===== src/rtl/bp_table_sched.sv =====
// Scheduler for the single-port branch-prediction pattern table.
// IF lookups normally own the port; resolved-branch updates are queued and
// applied as a read-modify-write of the 2-bit counter when the port is free,
// when the queue is full, or when the queue head has waited too long.
module bp_table_sched #(
  parameter int unsigned IDX_W        = 5,
  parameter int unsigned GHR_W        = 2,
  parameter int unsigned FIFO_DEPTH   = 4,
  parameter int unsigned STARVE_LIMIT = 8
) (
  input  logic                   clk,
  input  logic                   rst,
  input  logic                   if_req,
  input  logic [31:0]            if_pc,
  output logic                   if_ready,
  output logic                   pred_valid,
  output logic                   pred_taken,
  input  logic                   ex_valid,
  input  logic [31:0]            ex_pc,
  input  logic                   ex_taken,
  output logic                   ex_ready,
  output logic                   tbl_en,
  output logic                   tbl_we,
  output logic [GHR_W+IDX_W-1:0] tbl_addr,
  output logic [1:0]             tbl_wdata,
  input  logic [1:0]             tbl_rdata,
  output logic [GHR_W-1:0]       ghr_out
);

  localparam int unsigned AW    = GHR_W + IDX_W;
  localparam int unsigned PTR_W = (FIFO_DEPTH > 1) ? $clog2(FIFO_DEPTH) : 1;
  localparam int unsigned CNT_W = $clog2(STARVE_LIMIT + 1);

  localparam logic [PTR_W:0]   FifoFull  = (PTR_W + 1)'(FIFO_DEPTH);
  localparam logic [CNT_W-1:0] StarveMax = CNT_W'(STARVE_LIMIT);

  typedef enum logic [0:0] {StIdle, StUpdWr} state_e;

  state_e state_q, state_d;

  // Update queue: table index (with GHR captured at enqueue) and outcome
  logic [AW-1:0]    fifo_idx_q [FIFO_DEPTH];
  logic             fifo_tkn_q [FIFO_DEPTH];
  logic [PTR_W-1:0] wr_ptr_q, wr_ptr_d;
  logic [PTR_W-1:0] rd_ptr_q, rd_ptr_d;
  logic [PTR_W:0]   count_q, count_d;

  logic [GHR_W-1:0] ghr_q, ghr_d;
  logic [CNT_W-1:0] starve_q, starve_d;
  logic             pred_valid_q;

  logic          empty, full, push, pop;
  logic          upd_grant, lookup;
  logic [AW-1:0] head_idx;
  logic          head_taken;
  logic [AW-1:0] lookup_idx;
  logic [1:0]    upd_cnt;

  // PC bits outside the index field are intentionally ignored
  logic unused_pc;
  assign unused_pc = ^{if_pc[31:IDX_W+2], if_pc[1:0], ex_pc[31:IDX_W+2], ex_pc[1:0]};

  assign empty      = (count_q == '0);
  assign full       = (count_q == FifoFull);
  assign head_idx   = fifo_idx_q[rd_ptr_q];
  assign head_taken = fifo_tkn_q[rd_ptr_q];
  assign lookup_idx = {ghr_q, if_pc[IDX_W+1:2]};

  assign ex_ready = !full;
  assign push     = ex_valid && !full;
  assign pop      = (state_q == StUpdWr);

  assign upd_grant = (state_q == StIdle) && !empty &&
                     (!if_req || full || (starve_q >= StarveMax));
  // Gated by rst so no lookup is accepted (and the port stays idle) during reset
  assign if_ready  = rst && (state_q == StIdle) && !upd_grant;
  assign lookup    = if_req && if_ready;

  assign pred_valid = pred_valid_q;
  assign pred_taken = pred_valid_q & tbl_rdata[1];
  assign ghr_out    = ghr_q;

  // Saturating 2-bit counter update from the value read in the previous cycle
  always_comb begin
    upd_cnt = tbl_rdata;
    if (head_taken) begin
      upd_cnt = (tbl_rdata == 2'd3) ? 2'd3 : tbl_rdata + 2'd1;
    end else begin
      upd_cnt = (tbl_rdata == 2'd0) ? 2'd0 : tbl_rdata - 2'd1;
    end
  end

  // FSM state register
  always_ff @(posedge clk or negedge rst) begin
    if (!rst) begin
      state_q <= StIdle;
    end else begin
      state_q <= state_d;
    end
  end

  // FSM next state: a granted read is always followed by its write
  always_comb begin
    state_d = state_q;
    unique case (state_q)
      StIdle:  if (upd_grant) state_d = StUpdWr;
      StUpdWr: state_d = StIdle;
      default: state_d = StIdle;
    endcase
  end

  // Table port drive; all zero when the port is unused
  always_comb begin
    tbl_en    = 1'b0;
    tbl_we    = 1'b0;
    tbl_addr  = '0;
    tbl_wdata = 2'd0;
    unique case (state_q)
      StUpdWr: begin
        tbl_en    = 1'b1;
        tbl_we    = 1'b1;
        tbl_addr  = head_idx;
        tbl_wdata = upd_cnt;
      end
      default: begin
        if (upd_grant) begin
          tbl_en   = 1'b1;
          tbl_addr = head_idx;
        end else if (lookup) begin
          tbl_en   = 1'b1;
          tbl_addr = lookup_idx;
        end
      end
    endcase
  end

  // Queue pointers, occupancy, GHR and starvation counter next state
  always_comb begin
    wr_ptr_d = wr_ptr_q;
    rd_ptr_d = rd_ptr_q;
    count_d  = count_q;
    ghr_d    = ghr_q;
    starve_d = starve_q;
    if (push) begin
      wr_ptr_d = wr_ptr_q + PTR_W'(1);
      ghr_d    = {ghr_q[GHR_W-2:0], ex_taken};
    end
    if (pop) begin
      rd_ptr_d = rd_ptr_q + PTR_W'(1);
    end
    unique case ({push, pop})
      2'b10:   count_d = count_q + (PTR_W + 1)'(1);
      2'b01:   count_d = count_q - (PTR_W + 1)'(1);
      default: count_d = count_q;
    endcase
    // Only waiting in IDLE counts; the RMW write cycle holds the count
    if (upd_grant) begin
      starve_d = '0;
    end else if ((state_q == StIdle) && !empty && (starve_q != StarveMax)) begin
      starve_d = starve_q + CNT_W'(1);
    end
  end

  // Control state registers; reset abandons any pending RMW and drops the queue
  always_ff @(posedge clk or negedge rst) begin
    if (!rst) begin
      wr_ptr_q     <= '0;
      rd_ptr_q     <= '0;
      count_q      <= '0;
      ghr_q        <= '0;
      starve_q     <= '0;
      pred_valid_q <= 1'b0;
    end else begin
      wr_ptr_q     <= wr_ptr_d;
      rd_ptr_q     <= rd_ptr_d;
      count_q      <= count_d;
      ghr_q        <= ghr_d;
      starve_q     <= starve_d;
      pred_valid_q <= lookup;
    end
  end

  // Queue storage; contents are only meaningful below count_q
  always_ff @(posedge clk) begin
    if (push) begin
      fifo_idx_q[wr_ptr_q] <= {ghr_q, ex_pc[IDX_W+1:2]};
      fifo_tkn_q[wr_ptr_q] <= ex_taken;
    end
  end

endmodule

===== config.mk =====
export PLATFORM = sky130hd
export DESIGN_NAME = bp_table_sched
export DESIGN_NICKNAME = d
export VERILOG_FILES = /design/src/rtl/bp_table_sched.sv
export SDC_FILE = /design/constraint.sdc
export NUM_CORES = 1
export LEC_CHECK = 0
export CAP_MARGIN = 25
export CORE_UTILIZATION = 30
export CTS_BUF_LIST = sky130_fd_sc_hd__clkbuf_8
export CTS_CLUSTER_DIAMETER = 120
export DETAILED_ROUTE_END_ITERATION = 8
export PLACE_DENSITY = 0.64
export SYNTH_ARGS = -nofsm -noshare
export SYNTH_HDL_FRONTEND = slang
export SYNTH_SLANG_ARGS = --single-unit

===== constraint.sdc =====
create_clock -name clk -period 3 [get_ports clk]
set_input_delay 0.6 -clock clk [delete_from_list [all_inputs] [get_ports clk]]
set_output_delay 0.6 -clock clk [all_outputs]
set_load 0.01 [all_outputs]

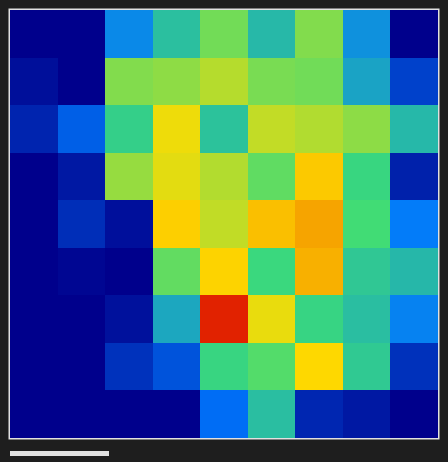
Figure 1: local utilization.
Scale bar: 20 um. The die is cut into 9 by 9 equal tiles; dark blue is low, red is high, 0 to 100% covered.
fullest tile = 96%
emptiest ninth of the die = lower left
tiles over 75% full = 9.9%
FP Util: 31.3%
Core Box Area: 0.00683 sq mm

==> flow_summary.toml <==
# physical design summary
[sta]
hold_violations = 0
timing.fmax_mhz = 342
post-route-period-util_pct = 97.5
worst_slew_pin_slew_ps = 452
rsz0062_at_grt = "false"
finalCriticalPeriod_ps = 2920
slew_viol_final = 0

[placement]
io_buffer_count = 33
placed_area_sq_mm = 0.00265
place_inst = 275

[global_routing]
grt_pass1_wl_mm = 5.89
grt_max_degree = 19
overflow = 0
antenna_found_initial = 0
grt_pass1_vias = 1241

[synthesis]
ys.flops = 47
fa_ha_area_share_pct = 5.50
yosys_area_sq_mm = 0.00214
aoi_share_pct = 3.04
ff_type = "edfxtp_1"
synthMuxAreaShare_pct = 14.9
ys_cells = 140
syn_inst = 140
synth_area_sq_mm = 0.00214
syn-mean-instance-area_sq_um = 15.3
floorplan.nets = 219

[layout]
final_area_sq_mm = 0.00273
mostFrequentLayoutCell = "edfxtp_1"
fill_cells = 665
layout_top_cells = "edfxtp_1 (32), clkdlybuf4s50_1 (24), inv_1 (15)"
instances_no_fill = 283

[power]
power.total_w = 0.00247
ir_drop_v = 0.000253

[clocking]
clock_sinks = 47
cts_buffers = 5
clk_latency_ps = 300

[detailed_routing]
dr.first_iter.drc_count = 43
viasPerCell = 4.30

[min_path]
min_to = "count_q[2]"
min_from = "count_q[2]"
min_path_cells = 1
min_path_type = "flip-flop to flip-flop"

[worst_setup_path]
worstPathCellList = "clkdlybuf4s50_1 -> or3b_4 -> a21oi_4 -> buf_4 -> mux2i_1 -> dlygate4sd2_1"
worstReg2RegStart = "count_q[1]"
reg2reg_depth = 9
startpoint_type = "input port"
arrival_ps = 2320
endpoint_kind = "primary output"
slowest_delay_ps = 480
cp_top_family = "buffers and inverters"

[floorplanning]
core.rowCount = 30
chipArea_sq_mm = 0.00746
die_y_um = 86.4

[job]
warnings = 85

[outcome]
status = "finished, final reports clean"
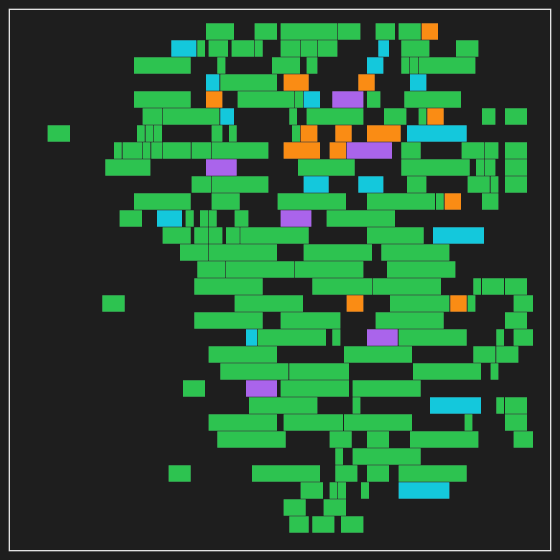
Figure 2: cell sizes after repair.
drive 2 -> cyan  # cells 15, share 8.0%
drive 1 or less -> green  # cells 153, share 82%
drive 6 and up -> purple  # cells 6, share 3.2%
drive 3 to 4 -> orange  # cells 13, share 7.0%
Non-Clock Buffer Count: 42
area delta synth->final: 27.7%

layer usage:
metal	vias to the layer above	GRT usage, %	part of all wire, %
met3	7	2.95	4.5
met2	24	18.6	51
met4	0	5.45	2.0
met1	595	12.2	42
met5	-	0	0
li1	592	-	-
what timing repair did:
action                                  CTS  global route
hold buffers                              0             0
endpoints found under the setup margin    8             5
buffers inserted                          0             0
pin swaps                                 1             0
gates cloned                              0             0
gates resized                             9             5
sequential cells by signal, summed over array words and instances, names as in the netlist:
name and cells:
starve_q 4, ghr_out 2, rd_ptr_q 2, pop 1, wr_ptr_q 2, fifo_idx_q 28, pred_valid 1, count_q 3
fifo_tkn_q 4
metrics by stage:
step	setup TNS (ps)	hold slack, ps	setup slack (ps)	util [%]
global route	0	515	11.2	39.9
detailed placement	-1200	491	-202	38.8
finish	0	501	75.5	39.9
floorplan	0	304	766	-
global placement	-1250	480	-204	38.8
CTS	0	502	28.3	39.9
power by group:
group          leakage [nW]  switching (W)  internal [W]  total (W)
logic                 0.570       0.000481      0.000585    0.00107
clock network        0.0402       0.000208      0.000162   0.000370
registers             0.478       0.000135      0.000894    0.00103
total                  1.09       0.000824       0.00164    0.00247
area by class of cell:
cell class                 count  area [sq um]  share of cell area (%)
tap                           96           120                    4.40
inverter                      15          56.3                    2.06
multi-input combinational     75           724                    26.5
timing repair buffer          42           402                    14.7
sequential                    47          1340                    49.0
clock buffer                   5          68.8                    2.52
clock inverter                 3          20.0                   0.734
worst reg2reg max path, cell delays in order, from the launching register on:
cell,delay [ps]
dfrtp_1,420
nor2_2,140
nand2_1,150
nand2_1,240
ha_1,230
inv_1,60
fa_1,370
xor2_1,150
nor2_1,120
xor2_1,150
worst max path at each step:
| stage | from | endpoint |
|---|---|---|
| after global placement | if_req | tbl_addr[4] |
| after CTS | if_req | tbl_addr[6] |
| after floorplan | if_req | tbl_addr[6] |
| after detailed placement | if_req | tbl_addr[2] |
| final | if_req | tbl_addr[4] |
| after global routing | if_req | tbl_addr[4] |
cells by family after synthesis:
kind of cell,Yosys count
flip-flops,47
AND/OR/NAND/NOR,33
multiplexers,19
buffers and inverters,18
adder cells (fa/ha/maj),9
AND-OR/OR-AND,8
XOR/XNOR,6
cell usage after synthesis, types with 2 or more instances:
| master | n | share of area [%] |
|---|---|---|
| mux2i_1 | 6 | 2.8 |
| nor2_1 | 5 | 0.88 |
| mux2_2 | 4 | 2.1 |
| and2_2 | 2 | 0.70 |
| o21ai_0 | 3 | 0.70 |
| and3_1 | 5 | 1.5 |
| mux4_1 | 5 | 6.1 |
| xnor2_1 | 3 | 1.2 |
| edfxtp_1 | 32 | 45 |
| a22o_1 | 2 | 0.82 |
| ha_1 | 7 | 4.1 |
| mux4_2 | 3 | 3.2 |
| dfrtp_1 | 15 | 18 |
| and2_1 | 2 | 0.59 |
| inv_1 | 15 | 2.6 |
| xor2_1 | 3 | 1.2 |
| nand2_1 | 13 | 2.3 |
No activity file was given, so power comes from the tool's default toggle rates.
